`config.mk`:
```
export PLATFORM = sky130hd
export DESIGN_NAME = mem_req_arbiter
export DESIGN_NICKNAME = d
export VERILOG_FILES = /design/src/rtl/mem_req_arbiter.sv
export SDC_FILE = /design/constraint.sdc
export NUM_CORES = 1
export LEC_CHECK = 0
export CAP_MARGIN = 15
export CORE_AREA = 2 2 131 133
export DETAILED_ROUTE_END_ITERATION = 10
export DIE_AREA = 0 0 133 135
export GPL_ROUTABILITY_DRIVEN = 0
export GPL_TIMING_DRIVEN = 0
export HOLD_SLACK_MARGIN = 0.05
export PLACE_DENSITY = 0.66
export SLEW_MARGIN = 40
export SYNTH_ARGS = -nofsm -noshare
export SYNTH_HDL_FRONTEND = slang
export SYNTH_SLANG_ARGS = --single-unit
```
`constraint.sdc`:
```
create_clock -name clk -period 6.17 [get_ports clk]
set_input_delay 1.234 -clock clk [delete_from_list [all_inputs] [get_ports clk]]
set_output_delay 1.234 -clock clk [all_outputs]
set_load 0.02 [all_outputs]
```
`src/rtl/mem_req_arbiter.sv`:
```
// Round-robin scheduler sharing one memory port among NUM_REQ requesters, one transaction in flight.
// Grant is combinational in IDLE and the request issues the next cycle; requesters hold req_valid until req_ready.
module mem_req_arbiter #(
   parameter int NUM_REQ        = 3,
   parameter int ADDR_W         = 32,
   parameter int DATA_W         = 32,
   parameter int TIMEOUT_CYCLES = 255
) (
   input  logic                      clk,
   input  logic                      rst,
   input  logic [NUM_REQ-1:0]        req_valid,
   input  logic [NUM_REQ-1:0]        req_we,
   input  logic [NUM_REQ*ADDR_W-1:0] req_addr,
   input  logic [NUM_REQ*DATA_W-1:0] req_wdata,
   output logic [NUM_REQ-1:0]        req_ready,
   output logic [NUM_REQ-1:0]        resp_valid,
   output logic [DATA_W-1:0]         resp_data,
   output logic                      mem_req_valid,
   input  logic                      mem_req_ready,
   output logic                      mem_req_we,
   output logic [ADDR_W-1:0]         mem_req_addr,
   output logic [DATA_W-1:0]         mem_req_wdata,
   input  logic                      mem_resp_valid,
   input  logic [DATA_W-1:0]         mem_resp_data,
   output logic                      busy,
   output logic                      timeout_err
);

   localparam int PTR_W = (NUM_REQ > 1) ? $clog2(NUM_REQ) : 1;
   localparam int CNT_W = 16;

   typedef enum logic [1:0] {IDLE, ISSUE, WAIT} state_t;

   state_t             state_q, state_d;
   logic [PTR_W-1:0]   rr_ptr;
   logic [PTR_W-1:0]   owner;
   logic [PTR_W-1:0]   grant_idx;
   logic               grant_vld;
   logic               lat_we;
   logic [ADDR_W-1:0]  lat_addr;
   logic [DATA_W-1:0]  lat_wdata;
   logic [CNT_W-1:0]   wait_cnt;
   logic               timeout_q;
   logic               do_grant;
   logic               issue_done;
   logic               resp_fire;
   logic               tmo_fire;
   int                 scan_idx;

   // Scan from the highest offset down so the nearest requester at or after rr_ptr wins.
   always_comb begin
      grant_vld = 1'b0;
      grant_idx = '0;
      scan_idx  = 0;
      for (int i = NUM_REQ - 1; i >= 0; i--) begin
         scan_idx = (int'(rr_ptr) + i) % NUM_REQ;
         if (req_valid[scan_idx]) begin
            grant_vld = 1'b1;
            grant_idx = PTR_W'(scan_idx);
         end
      end
   end

   always_comb begin
      state_d       = state_q;
      req_ready     = '0;
      resp_valid    = '0;
      resp_data     = '0;
      mem_req_valid = 1'b0;
      do_grant      = 1'b0;
      issue_done    = 1'b0;
      resp_fire     = 1'b0;
      tmo_fire      = 1'b0;
      case (state_q)
         IDLE: begin
            // Gated by rst so no accept pulse escapes while reset is held.
            if (grant_vld && !rst) begin
               do_grant             = 1'b1;
               req_ready[grant_idx] = 1'b1;
               state_d              = ISSUE;
            end
         end
         ISSUE: begin
            mem_req_valid = 1'b1;
            if (mem_req_ready) begin
               issue_done = 1'b1;
               state_d    = lat_we ? IDLE : WAIT;
            end
         end
         WAIT: begin
            // wait_cnt holds cycles already spent here, so this is the TIMEOUT_CYCLES-th WAIT cycle.
            if (mem_resp_valid) begin
               resp_fire = 1'b1;
            end else if (wait_cnt == CNT_W'(TIMEOUT_CYCLES - 1)) begin
               tmo_fire = 1'b1;
            end
            if (resp_fire || tmo_fire) begin
               resp_valid[owner] = 1'b1;
               resp_data         = resp_fire ? mem_resp_data : '0;
               state_d           = IDLE;
            end
         end
         default: state_d = IDLE;
      endcase
   end

   always_ff @(posedge clk or posedge rst) begin
      if (rst) begin
         state_q <= IDLE;
      end else begin
         state_q <= state_d;
      end
   end

   always_ff @(posedge clk or posedge rst) begin
      if (rst) begin
         rr_ptr    <= '0;
         owner     <= '0;
         lat_we    <= 1'b0;
         lat_addr  <= '0;
         lat_wdata <= '0;
         wait_cnt  <= '0;
         timeout_q <= 1'b0;
      end else begin
         if (do_grant) begin
            owner     <= grant_idx;
            lat_we    <= req_we[grant_idx];
            lat_addr  <= req_addr[int'(grant_idx)*ADDR_W +: ADDR_W];
            lat_wdata <= req_wdata[int'(grant_idx)*DATA_W +: DATA_W];
            rr_ptr    <= (grant_idx == PTR_W'(NUM_REQ - 1)) ? '0 : grant_idx + 1'b1;
         end
         if (issue_done) begin
            wait_cnt <= '0;
         end else if (state_q == WAIT) begin
            wait_cnt <= wait_cnt + 1'b1;
         end
         if (tmo_fire) begin
            timeout_q <= 1'b1;
         end
      end
   end

   assign mem_req_we    = lat_we;
   assign mem_req_addr  = lat_addr;
   assign mem_req_wdata = lat_wdata;
   assign busy          = (state_q != IDLE);
   // The flag shows in the timing-out cycle itself, then stays set from the register.
   assign timeout_err   = timeout_q | tmo_fire;

endmodule

```
### Signal wires by layer

Only two layers are drawn.
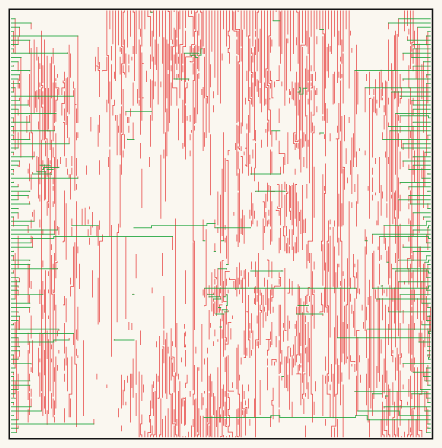
[met3] green | wire length: 1520 um
[met2] red | wire length: 11400 um

==> results.json <==
{
  "synthMuxAreaShare_pct": 6.47,
  "power_report.internal_total_uw": 2220,
  "compound_area_share_pct": 23.5,
  "post_cts_resize_count": 0,
  "yosysWarningCount": 0,
  "grt.total_usage_pct": 23.7,
  "cts_max_path_buffers": 2,
  "grtUsageMet3_pct": 5.74,
  "fa_ha_area_share_pct": 1.50,
  "number_of_antenna_diodes": 0,
  "area_reported_by_yosys_stat_um2": 5010,
  "synth.area.top_cells": "dfrtp_1 44%, a221oi_1 7.0%, o2bb2ai_1 7.0%",
  "biggest_area_consumer_among_synthesized_cells": "dfrtp_1",
  "finalHoldViolCount": 0,
  "number_of_global_route_vias_before_repair": 5627,
  "yosys-top-cells-count": "88 x dfrtp_1, 49 x nor2_1, 42 x nand2_1",
  "num-nets-final": 1110,
  "io-pin-count": 340,
  "slew_violations": 0,
  "final_cell_count_no_fill": 1094,
  "portion_of_synthesized_cell_area_occupied_by_the_leading_cell_type_pct": 43.9,
  "fin_skew_ns": 0.00585,
  "post_cts_clock_slew_at_the_launch_and_capture_registers_of_the_worst_setup_and_hold_paths_ns": 0.06,
  "ys.flop_type": "dfrtp_1",
  "switching_share_pct": 44.3,
  "ys_seq_elements": 88,
  "cp_cell_sequence": "clkdlybuf4s50_1 -> mux2_2 -> mux2i_1 -> nand3_1 -> nand2_1 -> buf_2 -> buf_2 -> nor3b_1 -> clkdlybuf4s50_1",
  "openroad_warnings": 30,
  "cts_tree": "yes",
  "critPathKind": "in -> out",
  "result_of_the_run": "complete, no violations",
  "share_clk_of_total_power_pct": 13.7,
  "tritoncts_num_sinks": 88,
  "grt_first_pass_wirelength_um": 32400,
  "setup-tns-final_ns": 0,
  "gr-max-usage-layer": "met2",
  "timing.slew.headroom_pct": 49.0,
  "crit_fanout": 10,
  "cts_hold_buf": 0,
  "synth_cell_types": 46,
  "maximum_vdd_ir_drop_mv": 0.186,
  "insertion_delay_ns": 0.34,
  "worstSetupStartpoint": "req_valid[2]",
  "port_buffers": 339,
  "synthesis.nets": 759,
  "ys_cells": 519,
  "netlist_area_um2": 5010,
  "xor_share_pct": 0.350,
  "finalSetupViolCount": 0,
  "cpPeakStageDelay_ns": 0.60,
  "antenna_violating_nets_post_route": 0,
  "worst-endpoint-required_ns": 4.94,
  "seqPwrFrac_pct": 24.4,
  "num-fill-cells": 1427,
  "synth-simple-area-share_pct": 18.9,
  "critPathSlowestCell": "clkdlybuf4s50_1",
  "synth_area_per_cell_um2": 9.66,
  "synth-async-reset-ratio_pct": 100,
  "drt-wirelength-per-cell_um": 20.1
}
### Metal 1

Supply wires on this layer in grey.
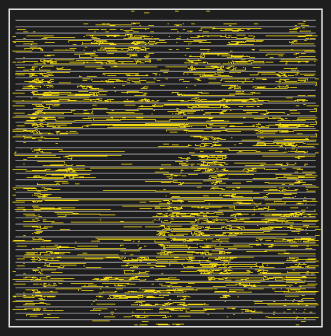
nets with wire on the layer: 964
wire length on this layer: 8670 um
main direction: horizontal
longest straight run: 55.4 um

-- worst max-delay path: cells and delay by family --
family / cells / cell delay [ns]
multiplexers: 2 / 0.59
buffers and inverters: 4 / 1.74
AND/OR/NAND/NOR: 3 / 0.51
-- registers in the layout, indices dropped and copies added, names as in the netlist --
name	count
mem_req_wdata	32
timeout_q	1
wait_cnt	16
state_q	2
mem_req_addr	32
owner	2
rr_ptr	2
mem_req_we	1
-- cells in the final DEF (no fill, tap or decap), types with 2 or more instances in the layout --
cell	instances
clkdlybuf4s50_1	339
dfrtp_1	88
nor2_1	49
nand2_1	42
a221oi_1	40
o2bb2ai_1	40
nand3_1	36
and3_1	32
clkbuf_1	30
mux2i_1	29
o211ai_1	29
o21ai_0	14
buf_2	10
clkbuf_16	9
inv_1	7
nor2b_1	6
buf_6	6
ha_1	6
nand4_1	5
o21ai_1	5
nand2b_1	3
nor3b_1	3
a21o_1	3
clkinv_2	3
buf_4	2
or2_1	2
a21oi_1	2
o41ai_1	2
or3_1	2
nand4b_1	2
nor4_1	2
nor3_1	2
and2_1	2
xor2_1	2
o31ai_1	2
-- worst paths after layout --
kind                                      to  slack, ns  depth (start not counted)
setup / recovery                req_ready[0]       0.85                          9
hold reg to reg                    timeout_q       0.46                          1
hold / removal                     timeout_q       0.46                          1
min in group asynchronous          timeout_q       1.39                          2
max in group asynchronous   mem_req_addr[25]       4.18                          3
setup reg to reg           mem_req_wdata[28]       3.27                         10
-- kinds of logic after synthesis --
family	count (synthesis)
compound gates	146
xor+xnor	2
fa+ha+maj	6
buf+inv	55
flops	88
mux	31
simple gates	191
-- through the flow --
stage	power (uW)	setup slack, ns	hold slack [ns]	util [%]	instance area (um^2)
6_report	3990	0.849	0.463	54.9	9000
5_1_grt	4250	0.632	0.494	54.9	9000
4_1_cts	4030	0.812	0.469	54.9	9000
3_5_place_dp	3470	0.817	0.455	53.1	8710
3_3_place_gp	3410	0.911	0.441	52.9	8680
2_1_floorplan	2380	2.33	0.430	-	5010
-- final cells by class --
class	instances	share of cell area, %
repair buffers	340	38.0
inverters	8	0.389
clock buffers	11	2.70
well taps	220	3.06
flip-flops and latches	88	24.5
multi-input cells	376	28.2
plain buffers	47	2.68
clock inverters	4	0.500
-- power by group through the flow --
stage	combinational, uW	clock [uW]	sequential, uW
finish	2470	546	973
global route	2660	582	1000
CTS	2500	560	974
detailed placement	2490	0	982
global placement	2440	0	971
floorplan	1160	0	1220
-- metal layers --
layer	wire [um]	vias to the layer above
li1	-	2668
met1	8670	2707
met2	11400	266
met3	1520	33
met4	463	0
met5	0	-
Power and IR drop assume default switching activity.
